## config.mk

```make
export PLATFORM = sky130hd
export DESIGN_NAME = pixel_write_sequencer
export DESIGN_NICKNAME = d
export VERILOG_FILES = /design/src/rtl/pixel_write_sequencer.sv
export SDC_FILE = /design/constraint.sdc
export NUM_CORES = 1
export LEC_CHECK = 0
export CAP_MARGIN = 20
export CORE_MARGIN = 2
export CORE_UTILIZATION = 35
export DETAILED_ROUTE_END_ITERATION = 12
export GPL_TIMING_DRIVEN = 0
export HOLD_SLACK_MARGIN = 0.03
export MAX_ROUTING_LAYER = met4
export SYNTH_ARGS = -nofsm -noshare
export SYNTH_HDL_FRONTEND = slang
export SYNTH_SLANG_ARGS = --single-unit
```

## constraint.sdc

```tcl
create_clock -name system_clock -period 2.6 [get_ports system_clock]
set_input_delay 0.39 -clock system_clock [delete_from_list [all_inputs] [get_ports system_clock]]
set_output_delay 0.39 -clock system_clock [all_outputs]
set_load 0.01 [all_outputs]
```

## src/rtl/pixel_write_sequencer.sv

```systemverilog
// Pixel write sequencer: turns broker pixel strobes into addressed framebuffer
// writes through a small FIFO, with a wrapping write cursor that the MCU can
// reposition using a three-byte SET_CURSOR command or a HOME command.
module pixel_write_sequencer #(
  parameter int WIDTH         = 640,
  parameter int HEIGHT        = 480,
  parameter int ADDRESS_WIDTH = 22,
  parameter int DATA_WIDTH    = 12,
  parameter int FIFO_DEPTH    = 4
) (
  input  logic                     system_clock,
  input  logic                     reset_n,
  input  logic                     pixel_strobe,
  input  logic [DATA_WIDTH-1:0]    pixel_data,
  input  logic                     command_strobe,
  input  logic [7:0]               command_byte,
  output logic                     write_valid,
  input  logic                     write_ready,
  output logic [ADDRESS_WIDTH-1:0] write_address,
  output logic [DATA_WIDTH-1:0]    write_data,
  output logic                     frame_done,
  output logic                     overflow,
  output logic                     cursor_error,
  output logic [ADDRESS_WIDTH-1:0] cursor
);

  localparam int PTR_W = (FIFO_DEPTH > 1) ? $clog2(FIFO_DEPTH) : 1;
  localparam logic [31:0] FRAME_PIXELS = 32'(WIDTH * HEIGHT);
  localparam logic [ADDRESS_WIDTH-1:0] LAST_ADDR = ADDRESS_WIDTH'(WIDTH * HEIGHT - 1);
  localparam logic [ADDRESS_WIDTH-1:0] ADDR_ONE = ADDRESS_WIDTH'(1);
  localparam logic [PTR_W:0] PTR_ONE = (PTR_W + 1)'(1);
  localparam logic [PTR_W:0] DEPTH_COUNT = (PTR_W + 1)'(FIFO_DEPTH);

  localparam logic [7:0] OP_SET_CURSOR = 8'h05;
  localparam logic [7:0] OP_HOME       = 8'h06;

  typedef enum logic [1:0] {
    IDLE,
    ARG0,
    ARG1,
    ARG2
  } cmd_state_e;

  cmd_state_e state_q, state_d;
  logic [7:0] argLow_q, argLow_d;
  logic [7:0] argMid_q, argMid_d;

  logic [ADDRESS_WIDTH-1:0] cursor_q, cursor_d;
  logic                     frameDone_q, frameDone_d;
  logic                     overflow_q, overflow_d;
  logic                     cursorError_q, cursorError_d;

  logic [ADDRESS_WIDTH-1:0] addrMem_q [FIFO_DEPTH];
  logic [DATA_WIDTH-1:0]    dataMem_q [FIFO_DEPTH];
  logic [PTR_W:0]           wrPtr_q, wrPtr_d;
  logic [PTR_W:0]           rdPtr_q, rdPtr_d;

  logic [PTR_W:0]           fifoCount;
  logic                     fifoFull;
  logic                     fifoEmpty;
  logic                     fifoPush;
  logic                     fifoPop;

  logic                     cmdLoad;
  logic                     cmdReject;
  logic [ADDRESS_WIDTH-1:0] cmdValue;
  logic [23:0]              argFull;

  // FIFO occupancy and the push/pop decisions; a full FIFO still accepts a
  // pixel when the head leaves in the same cycle.
  always_comb begin
    fifoCount = wrPtr_q - rdPtr_q;
    fifoFull  = (fifoCount == DEPTH_COUNT);
    fifoEmpty = (fifoCount == '0);
    fifoPop   = !fifoEmpty && write_ready;
    fifoPush  = pixel_strobe && (!fifoFull || fifoPop);
  end

  // Command decoder: collects the three SET_CURSOR argument bytes and decides
  // whether a cursor load (or a rejected load) happens this cycle.
  always_comb begin
    state_d   = state_q;
    argLow_d  = argLow_q;
    argMid_d  = argMid_q;
    cmdLoad   = 1'b0;
    cmdReject = 1'b0;
    cmdValue  = '0;
    argFull   = {command_byte, argMid_q, argLow_q};
    if (command_strobe) begin
      case (state_q)
        IDLE: begin
          if (command_byte == OP_SET_CURSOR) begin
            state_d = ARG0;
          end else if (command_byte == OP_HOME) begin
            cmdLoad  = 1'b1;
            cmdValue = '0;
          end
        end
        ARG0: begin
          argLow_d = command_byte;
          state_d  = ARG1;
        end
        ARG1: begin
          argMid_d = command_byte;
          state_d  = ARG2;
        end
        ARG2: begin
          state_d = IDLE;
          if ({8'd0, argFull} < FRAME_PIXELS) begin
            cmdLoad  = 1'b1;
            cmdValue = ADDRESS_WIDTH'(argFull);
          end else begin
            cmdReject = 1'b1;
          end
        end
        default: state_d = IDLE;
      endcase
    end
  end

  // Cursor, pointer and flag next-state; a command load overrides the
  // increment, and frame_done only marks a wrap caused by the increment.
  always_comb begin
    cursor_d      = cursor_q;
    frameDone_d   = 1'b0;
    overflow_d    = overflow_q;
    cursorError_d = cursorError_q;
    wrPtr_d       = wrPtr_q;
    rdPtr_d       = rdPtr_q;
    if (fifoPush) begin
      wrPtr_d = wrPtr_q + PTR_ONE;
      if (cursor_q == LAST_ADDR) begin
        cursor_d    = '0;
        frameDone_d = !cmdLoad;
      end else begin
        cursor_d = cursor_q + ADDR_ONE;
      end
    end
    if (fifoPop) begin
      rdPtr_d = rdPtr_q + PTR_ONE;
    end
    if (pixel_strobe && !fifoPush) begin
      overflow_d = 1'b1;
    end
    if (cmdLoad) begin
      cursor_d = cmdValue;
    end
    if (cmdReject) begin
      cursorError_d = 1'b1;
    end
  end

  // Control state registers: cursor, command FSM, FIFO pointers and flags.
  always_ff @(posedge system_clock or negedge reset_n) begin
    if (!reset_n) begin
      state_q       <= IDLE;
      argLow_q      <= '0;
      argMid_q      <= '0;
      cursor_q      <= '0;
      frameDone_q   <= 1'b0;
      overflow_q    <= 1'b0;
      cursorError_q <= 1'b0;
      wrPtr_q       <= '0;
      rdPtr_q       <= '0;
    end else begin
      state_q       <= state_d;
      argLow_q      <= argLow_d;
      argMid_q      <= argMid_d;
      cursor_q      <= cursor_d;
      frameDone_q   <= frameDone_d;
      overflow_q    <= overflow_d;
      cursorError_q <= cursorError_d;
      wrPtr_q       <= wrPtr_d;
      rdPtr_q       <= rdPtr_d;
    end
  end

  // FIFO storage; entries are cleared on reset so the idle head reads zero.
  always_ff @(posedge system_clock or negedge reset_n) begin
    if (!reset_n) begin
      for (int i = 0; i < FIFO_DEPTH; i++) begin
        addrMem_q[i] <= '0;
        dataMem_q[i] <= '0;
      end
    end else if (fifoPush) begin
      addrMem_q[wrPtr_q[PTR_W-1:0]] <= cursor_q;
      dataMem_q[wrPtr_q[PTR_W-1:0]] <= pixel_data;
    end
  end

  assign write_valid   = !fifoEmpty;
  assign write_address = addrMem_q[rdPtr_q[PTR_W-1:0]];
  assign write_data    = dataMem_q[rdPtr_q[PTR_W-1:0]];
  assign frame_done    = frameDone_q;
  assign overflow      = overflow_q;
  assign cursor_error  = cursorError_q;
  assign cursor        = cursor_q;

endmodule

```

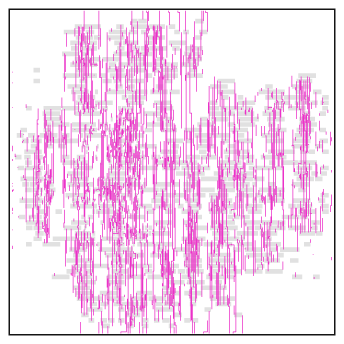
(met2 routing)
(2 px per um) Cells faint in the background.
wire length on this layer = 10500 um
share of all routed wire = 50%

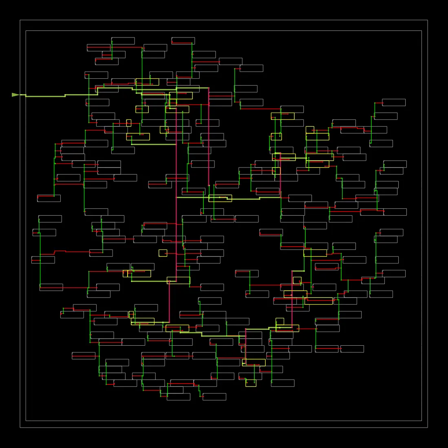
(clock wiring as the flow saved it)
Fin Clk Skew: 0.0118 ns
cts bufs inserted: 17
TritonCTS sink count: 185

==> flow_results.xml <==
<?xml version="1.0" encoding="UTF-8"?>
<metrics>
  <group name="run_status">
    <metric name="outcome" unit="">finished clean</metric>
  </group>
  <group name="flow_run">
    <metric name="tool_warnings" unit="">34</metric>
    <metric name="drv_cap" unit="">0</metric>
  </group>
  <group name="synthesis">
    <metric name="synth-edff-count" unit="">0</metric>
    <metric name="post_synth_instance_area" unit="um^2">8740</metric>
    <metric name="warning_count_from_the_yosys_run" unit="">0</metric>
    <metric name="ys.flops" unit="">185</metric>
    <metric name="mux_area_frac" unit="">0.285</metric>
    <metric name="syn_avg_cell_area" unit="um^2">14.4</metric>
    <metric name="synth-async-reset-ratio" unit="">1.00</metric>
  </group>
  <group name="grt">
    <metric name="grtUsageMet2" unit="">0.279</metric>
    <metric name="layer_with_the_highest_usage" unit="">met2</metric>
    <metric name="grt_first_pass_wirelength" unit="mm">33.2</metric>
    <metric name="met3_track_demand_over_resource_in_global_routing" unit="">0.0306</metric>
  </group>
  <group name="floorplan">
    <metric name="ios" unit="">85</metric>
    <metric name="fp-utilization" unit="">0.358</metric>
    <metric name="chipHeight" unit="um">162</metric>
  </group>
  <group name="sta">
    <metric name="post-route-period-util" unit="">0.985</metric>
    <metric name="final.min_clock_period" unit="ns">2.56</metric>
    <metric name="sum_of_negative_setup_slack" unit="ns">0</metric>
  </group>
  <group name="layout">
    <metric name="area.growth.synth_to_final" unit="%">24.6</metric>
    <metric name="largest_register_ff_count" unit="">88</metric>
    <metric name="buffer_area_frac" unit="">0.129</metric>
    <metric name="nonclk_inv_count" unit="">7</metric>
    <metric name="finalCoreUtilization" unit="">0.446</metric>
    <metric name="final.fill_count" unit="">2182</metric>
    <metric name="clkCellAreaFrac" unit="">0.0548</metric>
    <metric name="final_cell_area" unit="um^2">10900</metric>
    <metric name="mi_logic_area" unit="um^2">3820</metric>
  </group>
  <group name="placed_design">
    <metric name="place_hpwl" unit="mm">14.6</metric>
    <metric name="portBuffers" unit="">84</metric>
  </group>
  <group name="clock_network">
    <metric name="cts_tree" unit="">done</metric>
    <metric name="cts.root.buffer_cell" unit="">sky130_fd_sc_hd__clkbuf_16</metric>
    <metric name="cts_hold_buffers" unit="">1</metric>
  </group>
  <group name="setup_path">
    <metric name="critPathLaunchType" unit="">flop</metric>
    <metric name="critical_path_peak_fanout" unit="">5</metric>
    <metric name="worstRegToRegCells" unit="">11</metric>
    <metric name="r2r_start" unit="">rdPtr_q[1]</metric>
    <metric name="worst-endpoint-arrival" unit="ns">2.17</metric>
    <metric name="setup.worst_path.end" unit="">write_address[0]</metric>
    <metric name="path_cells" unit="">clkbuf_8 -&gt; buf_4 -&gt; mux4_2 -&gt; clkdlybuf4s50_1</metric>
    <metric name="critical_path.max_stage_delay" unit="ns">0.52</metric>
  </group>
  <group name="power">
    <metric name="total_power_draw" unit="mW">12.7</metric>
    <metric name="comb-power" unit="mW">5.35</metric>
    <metric name="power.clock.total" unit="mW">2.65</metric>
    <metric name="p_int" unit="mW">8.46</metric>
    <metric name="largestPowerGroup" unit="">combinational cells</metric>
    <metric name="seq_cell_power" unit="mW">4.74</metric>
  </group>
</metrics>
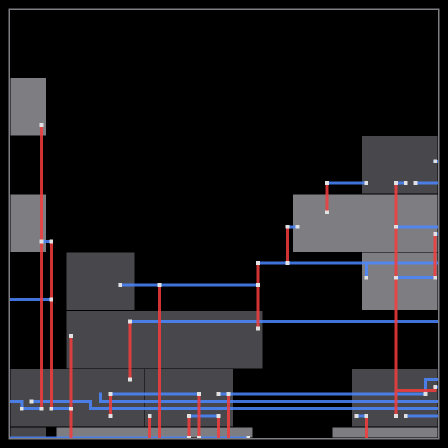
(zoomed window)
Window x 111 to 131, y 111 to 131 um. Cells in grey, sequential cells in the stronger grey; small squares are vias.
metal 2 -> red
metal 1 -> blue
most frequent = mux2_1 (3)
cells with their middle in the window = 7
sequential cells in the window = 1
netlist names of flops here include = dataMem_q (1)

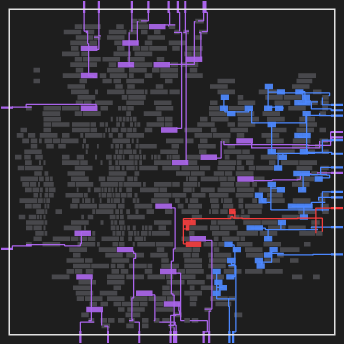
(port wiring)
(2 px per um)
pixel_data -> blue  # bits 12, direction input, edge 10 right, 2 bottom, end cells 48, buffers 12, wire 640 um
write_address -> purple  # bits 22, direction output, edge 9 top, 8 bottom, 3 right, 2 left, end cells 22, buffers 22, wire 920 um
write_ready -> red  # bits 1, direction input, edge right, end cells 6, buffers 1, wire 123 um

No activity file was given, so power comes from the tool's default toggle rates.
